## src/rtl/branch_resolve_unit.sv

```systemverilog
// branch_resolve_unit: decode-stage branch resolution with operand stall,
// 2-bit BHT prediction/training, mispredict detection and multi-cycle flush.
module branch_resolve_unit #(
   parameter int unsigned DATA_W    = 16,
   parameter int unsigned PC_W      = 16,
   parameter int unsigned IDX_W     = 4,
   parameter int unsigned FLUSH_CYC = 1,
   parameter int unsigned CNT_W     = 16
) (
   input  logic              clk,
   input  logic              rst,
   input  logic [PC_W-1:0]   fetch_pc,
   output logic              predict_taken,
   input  logic              res_valid,
   input  logic [2:0]        res_cmd,
   input  logic [PC_W-1:0]   res_pc,
   input  logic              res_pred,
   input  logic [DATA_W-1:0] reg1,
   input  logic [DATA_W-1:0] reg2,
   input  logic              operand_ready,
   output logic              stall,
   output logic              br_cond,
   output logic              resolved,
   output logic              mispredict,
   output logic              flush,
   output logic [CNT_W-1:0]  taken_cnt
);

   localparam int unsigned ENTRIES = 2 ** IDX_W;
   localparam int unsigned FC_W    = (FLUSH_CYC > 1) ? $clog2(FLUSH_CYC) : 1;

   localparam logic [2:0] CMD_NONE = 3'd0;
   localparam logic [2:0] CMD_JUMP = 3'd1;
   localparam logic [2:0] CMD_BNE  = 3'd2;
   localparam logic [2:0] CMD_BEZ  = 3'd3;
   localparam logic [2:0] CMD_BEQ  = 3'd4;
   localparam logic [2:0] CMD_BLTZ = 3'd5;
   localparam logic [2:0] CMD_BGEZ = 3'd6;
   localparam logic [2:0] CMD_BNEZ = 3'd7;

   typedef enum logic [1:0] {
      ST_IDLE     = 2'd0,
      ST_WAIT_OPS = 2'd1,
      ST_FLUSH    = 2'd2
   } state_e;

   state_e             state_q, state_d;
   logic               br_cond_q, br_cond_d;
   logic               resolved_q, resolved_d;
   logic               mispredict_q, mispredict_d;
   logic               flush_q, flush_d;
   logic [FC_W-1:0]    flush_cnt_q, flush_cnt_d;
   logic [CNT_W-1:0]   taken_cnt_q, taken_cnt_d;
   logic [2:0]         lat_cmd_q, lat_cmd_d;
   logic [IDX_W-1:0]   lat_idx_q, lat_idx_d;
   logic               lat_pred_q, lat_pred_d;
   logic [1:0]         bht_q [ENTRIES];

   logic               stall_c;
   logic               do_res;
   logic [2:0]         ev_cmd;
   logic [IDX_W-1:0]   ev_idx;
   logic               ev_pred;
   logic               taken_c;
   logic [1:0]         bht_cur;
   logic [1:0]         bht_upd;
   logic               unused_pc_bits;

   // Branch condition evaluation at full operand width.
   function automatic logic eval_cond(input logic [2:0]        cmd,
                                      input logic [DATA_W-1:0] a,
                                      input logic [DATA_W-1:0] b);
      logic t;
      t = 1'b0;
      case (cmd)
         CMD_JUMP: t = 1'b1;
         CMD_BNE:  t = (a != b);
         CMD_BEZ:  t = (a == '0);
         CMD_BEQ:  t = (a == b);
         CMD_BLTZ: t = a[DATA_W-1];
         CMD_BGEZ: t = ~a[DATA_W-1];
         CMD_BNEZ: t = (a != '0);
         default:  t = 1'b0;
      endcase
      return t;
   endfunction

   // Next-state, resolve decision, counter and BHT-entry update.
   always_comb begin
      state_d      = state_q;
      br_cond_d    = br_cond_q;
      resolved_d   = 1'b0;
      mispredict_d = 1'b0;
      flush_d      = flush_q;
      flush_cnt_d  = flush_cnt_q;
      taken_cnt_d  = taken_cnt_q;
      lat_cmd_d    = lat_cmd_q;
      lat_idx_d    = lat_idx_q;
      lat_pred_d   = lat_pred_q;
      stall_c      = 1'b0;
      do_res       = 1'b0;
      ev_cmd       = res_cmd;
      ev_idx       = res_pc[IDX_W-1:0];
      ev_pred      = res_pred;
      taken_c      = 1'b0;

      case (state_q)
         ST_IDLE: begin
            if (res_valid && (res_cmd != CMD_NONE)) begin
               if (operand_ready) begin
                  do_res = 1'b1;
               end else begin
                  stall_c    = 1'b1;
                  lat_cmd_d  = res_cmd;
                  lat_idx_d  = res_pc[IDX_W-1:0];
                  lat_pred_d = res_pred;
                  state_d    = ST_WAIT_OPS;
               end
            end
         end
         ST_WAIT_OPS: begin
            ev_cmd  = lat_cmd_q;
            ev_idx  = lat_idx_q;
            ev_pred = lat_pred_q;
            if (operand_ready) begin
               do_res = 1'b1;
            end else begin
               stall_c = 1'b1;
            end
         end
         ST_FLUSH: begin
            if (flush_cnt_q == '0) begin
               flush_d = 1'b0;
               state_d = ST_IDLE;
            end else begin
               flush_cnt_d = flush_cnt_q - FC_W'(1);
            end
         end
         default: begin
            state_d = ST_IDLE;
         end
      endcase

      bht_cur = bht_q[ev_idx];
      bht_upd = bht_cur;

      if (do_res) begin
         taken_c      = eval_cond(ev_cmd, reg1, reg2);
         br_cond_d    = taken_c;
         resolved_d   = 1'b1;
         mispredict_d = (taken_c != ev_pred);
         if (taken_c) begin
            if (bht_cur != 2'b11) begin
               bht_upd = bht_cur + 2'd1;
            end
            if (taken_cnt_q != '1) begin
               taken_cnt_d = taken_cnt_q + CNT_W'(1);
            end
         end else begin
            if (bht_cur != 2'b00) begin
               bht_upd = bht_cur - 2'd1;
            end
         end
         if (mispredict_d) begin
            state_d     = ST_FLUSH;
            flush_d     = 1'b1;
            flush_cnt_d = FC_W'(FLUSH_CYC - 1);
         end else begin
            state_d = ST_IDLE;
         end
      end
   end

   // State register.
   always_ff @(posedge clk) begin
      if (!rst) begin
         state_q <= ST_IDLE;
      end else begin
         state_q <= state_d;
      end
   end

   // Output, counter and latched-instruction registers.
   always_ff @(posedge clk) begin
      if (!rst) begin
         br_cond_q    <= 1'b0;
         resolved_q   <= 1'b0;
         mispredict_q <= 1'b0;
         flush_q      <= 1'b0;
         flush_cnt_q  <= '0;
         taken_cnt_q  <= '0;
         lat_cmd_q    <= 3'd0;
         lat_idx_q    <= '0;
         lat_pred_q   <= 1'b0;
      end else begin
         br_cond_q    <= br_cond_d;
         resolved_q   <= resolved_d;
         mispredict_q <= mispredict_d;
         flush_q      <= flush_d;
         flush_cnt_q  <= flush_cnt_d;
         taken_cnt_q  <= taken_cnt_d;
         lat_cmd_q    <= lat_cmd_d;
         lat_idx_q    <= lat_idx_d;
         lat_pred_q   <= lat_pred_d;
      end
   end

   // Branch history table: reset to weakly not-taken, train on resolve.
   always_ff @(posedge clk) begin
      if (!rst) begin
         for (int unsigned i = 0; i < ENTRIES; i++) begin
            bht_q[i] <= 2'b01;
         end
      end else if (do_res) begin
         bht_q[ev_idx] <= bht_upd;
      end
   end

   // Fetch lookup reads the registered table, so a same-cycle update is not visible.
   assign predict_taken  = bht_q[fetch_pc[IDX_W-1:0]][1];
   assign stall          = stall_c;
   assign br_cond        = br_cond_q;
   assign resolved       = resolved_q;
   assign mispredict     = mispredict_q;
   assign flush          = flush_q;
   assign taken_cnt      = taken_cnt_q;
   assign unused_pc_bits = ^{fetch_pc, res_pc};

endmodule

```

## config.mk

```make
export PLATFORM = sky130hd
export DESIGN_NAME = branch_resolve_unit
export DESIGN_NICKNAME = d
export VERILOG_FILES = /design/src/rtl/branch_resolve_unit.sv
export SDC_FILE = /design/constraint.sdc
export NUM_CORES = 1
export LEC_CHECK = 0
export ABC_AREA = 1
export CELL_PAD_IN_SITES_DETAIL_PLACEMENT = 0
export CELL_PAD_IN_SITES_GLOBAL_PLACEMENT = 2
export CORE_ASPECT_RATIO = 0.8
export CORE_MARGIN = 4
export CORE_UTILIZATION = 32
export CTS_BUF_LIST = sky130_fd_sc_hd__clkbuf_8
export DETAILED_ROUTE_END_ITERATION = 8
export PLACE_DENSITY_LB_ADDON = 0.1
export SYNTH_ARGS = -nofsm -noshare
export SYNTH_HDL_FRONTEND = slang
export SYNTH_SLANG_ARGS = --single-unit
```

## constraint.sdc

```tcl
create_clock -name clk -period 3.96 [get_ports clk]
set_clock_uncertainty 0.1 [all_clocks]
set_input_delay 1.188 -clock clk [delete_from_list [all_inputs] [get_ports clk]]
set_output_delay 1.188 -clock clk [all_outputs]
set_load 0.1 [all_outputs]
```

The metal 1 layer:
The bar under the picture is 50 µm long.
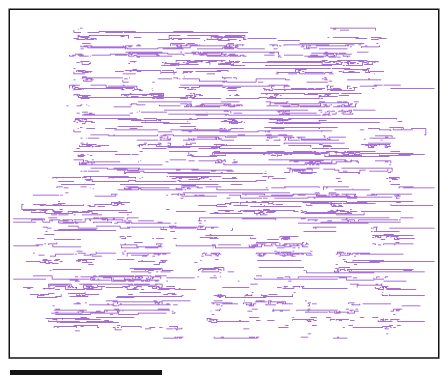
longest straight run: 62.3 µm
wire length on this layer: 6690 µm
routed vias: 4214
met1 Use GR: 24.5%
drt total wl: 12700 µm

Signal wires on met2:
The bar under the picture is 50 µm long.
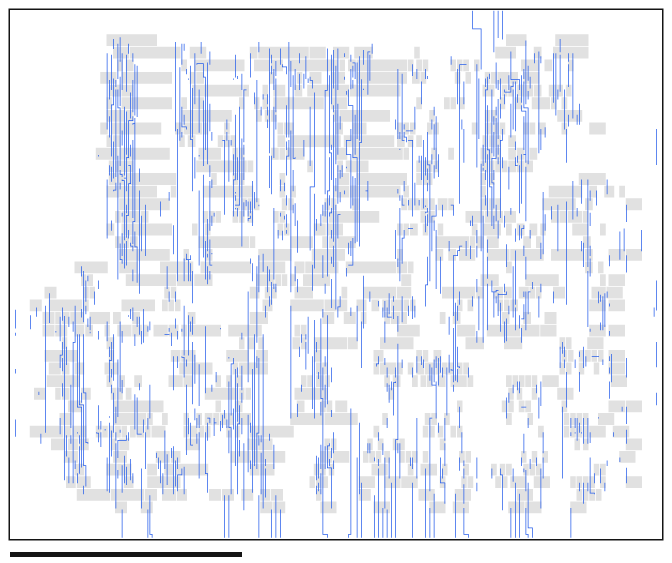
wire length on this layer: 5230 µm
nets with wire on the layer: 575
share of all routed wire: 41%

M3 wires:
The bar under the picture is 50 µm long.
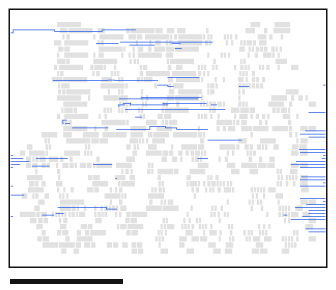
nets with wire on the layer: 56
share of all routed wire: 5.9%
main direction: horizontal
longest straight run: 44.2 µm
wire length on this layer: 748 µm
global-route met3 utilization: 3.98%

Routing congestion:
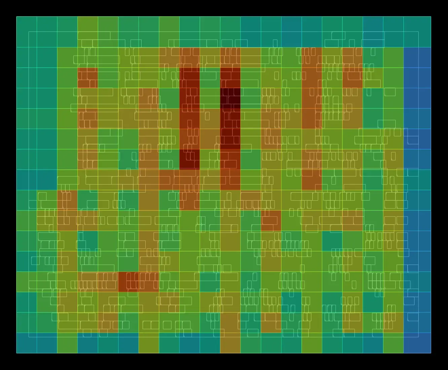
gr busiest metal: met1
DR WL/cell: 14.3 µm

Cell density map:
The die is cut into 14 by 11 equal tiles; white is low, dark blue is high, 0 to 100% covered.
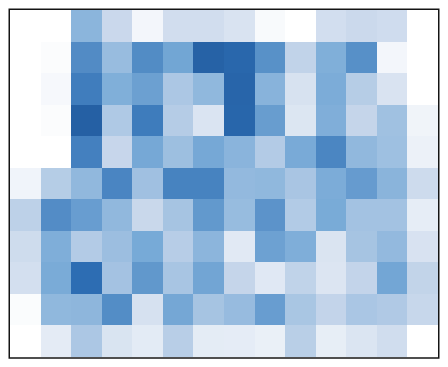
emptiest ninth of the die: upper right
mean over tiles: 34%
tiles over 75% full: 3.9%
nearly empty tiles: 9.7%
fullest tile: 81%

==> flow_metrics.py <==
# Physical implementation metrics
metrics = {
    "route": {
        "ant_nets": 0,
        "wl_met1_um": 6690,
    },
    "pwr": {
        "power.group.top": "sequential cells",
        "powerClk_w": 0.000633,
        "comb_power_share_pct": 23.7,
        "vdd_drop_max_v": 0.000165,
        "switching_share_pct": 32.1,
    },
    "logic_synthesis": {
        "ys_sh_aoi_pct": 13.3,
        "area_leaders": "edfxtp_1, nand2_1, dfxtp_1",
        "ys_area_um2": 4490,
        "synth.most_common_cell": "nand2_1",
    },
    "clock_network": {
        "cts.sinks": 63,
        "cts_hold_buf": 0,
        "clk_latency_ns": 0.36,
    },
    "final_timing": {
        "slew_violations": 0,
        "tightest_slew_ns": 0.565,
        "period_used_pct": 93.7,
    },
    "worst_setup_path": {
        "worst_setup_path_start_kind": "input pin",
    },
    "outcome": {
        "status": "completed",
    },
    "cells_and_area": {
        "nets": 782,
        "comb-cell-share_pct": 43.5,
        "final_area_um2": 5610,
        "area_delta_synth_final_pct": 25.0,
        "nonClkBufAreaFrac_pct": 14.3,
        "num-nonclk-buffers": 81,
        "fill_cells": 1422,
        "logic_gates": 463,
        "final_cell_mix": "nand2_1, nor2_1, inv_1",
        "num-clock-buffers": 9,
    },
    "floorplanning": {
        "core_um2": 13600,
        "chipHeight_um": 114,
    },
    "global_route": {
        "grt_usage_pct": 16.5,
    },
    "placed_design": {
        "dp.cells": 877,
    },
}
-- state kept, by name, indices dropped and copies added, names as in the netlist --
signal       cells
bht_q           32
taken_cnt       16
lat_idx_q        4
lat_cmd_q        3
state_q          2
br_cond          1
flush            1
flush_cnt_q      1
lat_pred_q       1
mispredict       1
resolved         1
-- worst paths after layout --
path	from	endpoint	slack, ns	cells past startpoint
worst max register to register	taken_cnt[0]$_SDFFE_PN0P_	taken_cnt[1]$_SDFFE_PN0P_	1.28	10
worst max-delay path	res_cmd[1]	stall	0.25	5
worst min register to register	lat_idx_q[1]$_SDFFE_PN0P_	lat_idx_q[1]$_SDFFE_PN0P_	0.35	2
worst min-delay path	lat_idx_q[1]$_SDFFE_PN0P_	lat_idx_q[1]$_SDFFE_PN0P_	0.35	2
Power and IR drop assume default switching activity.
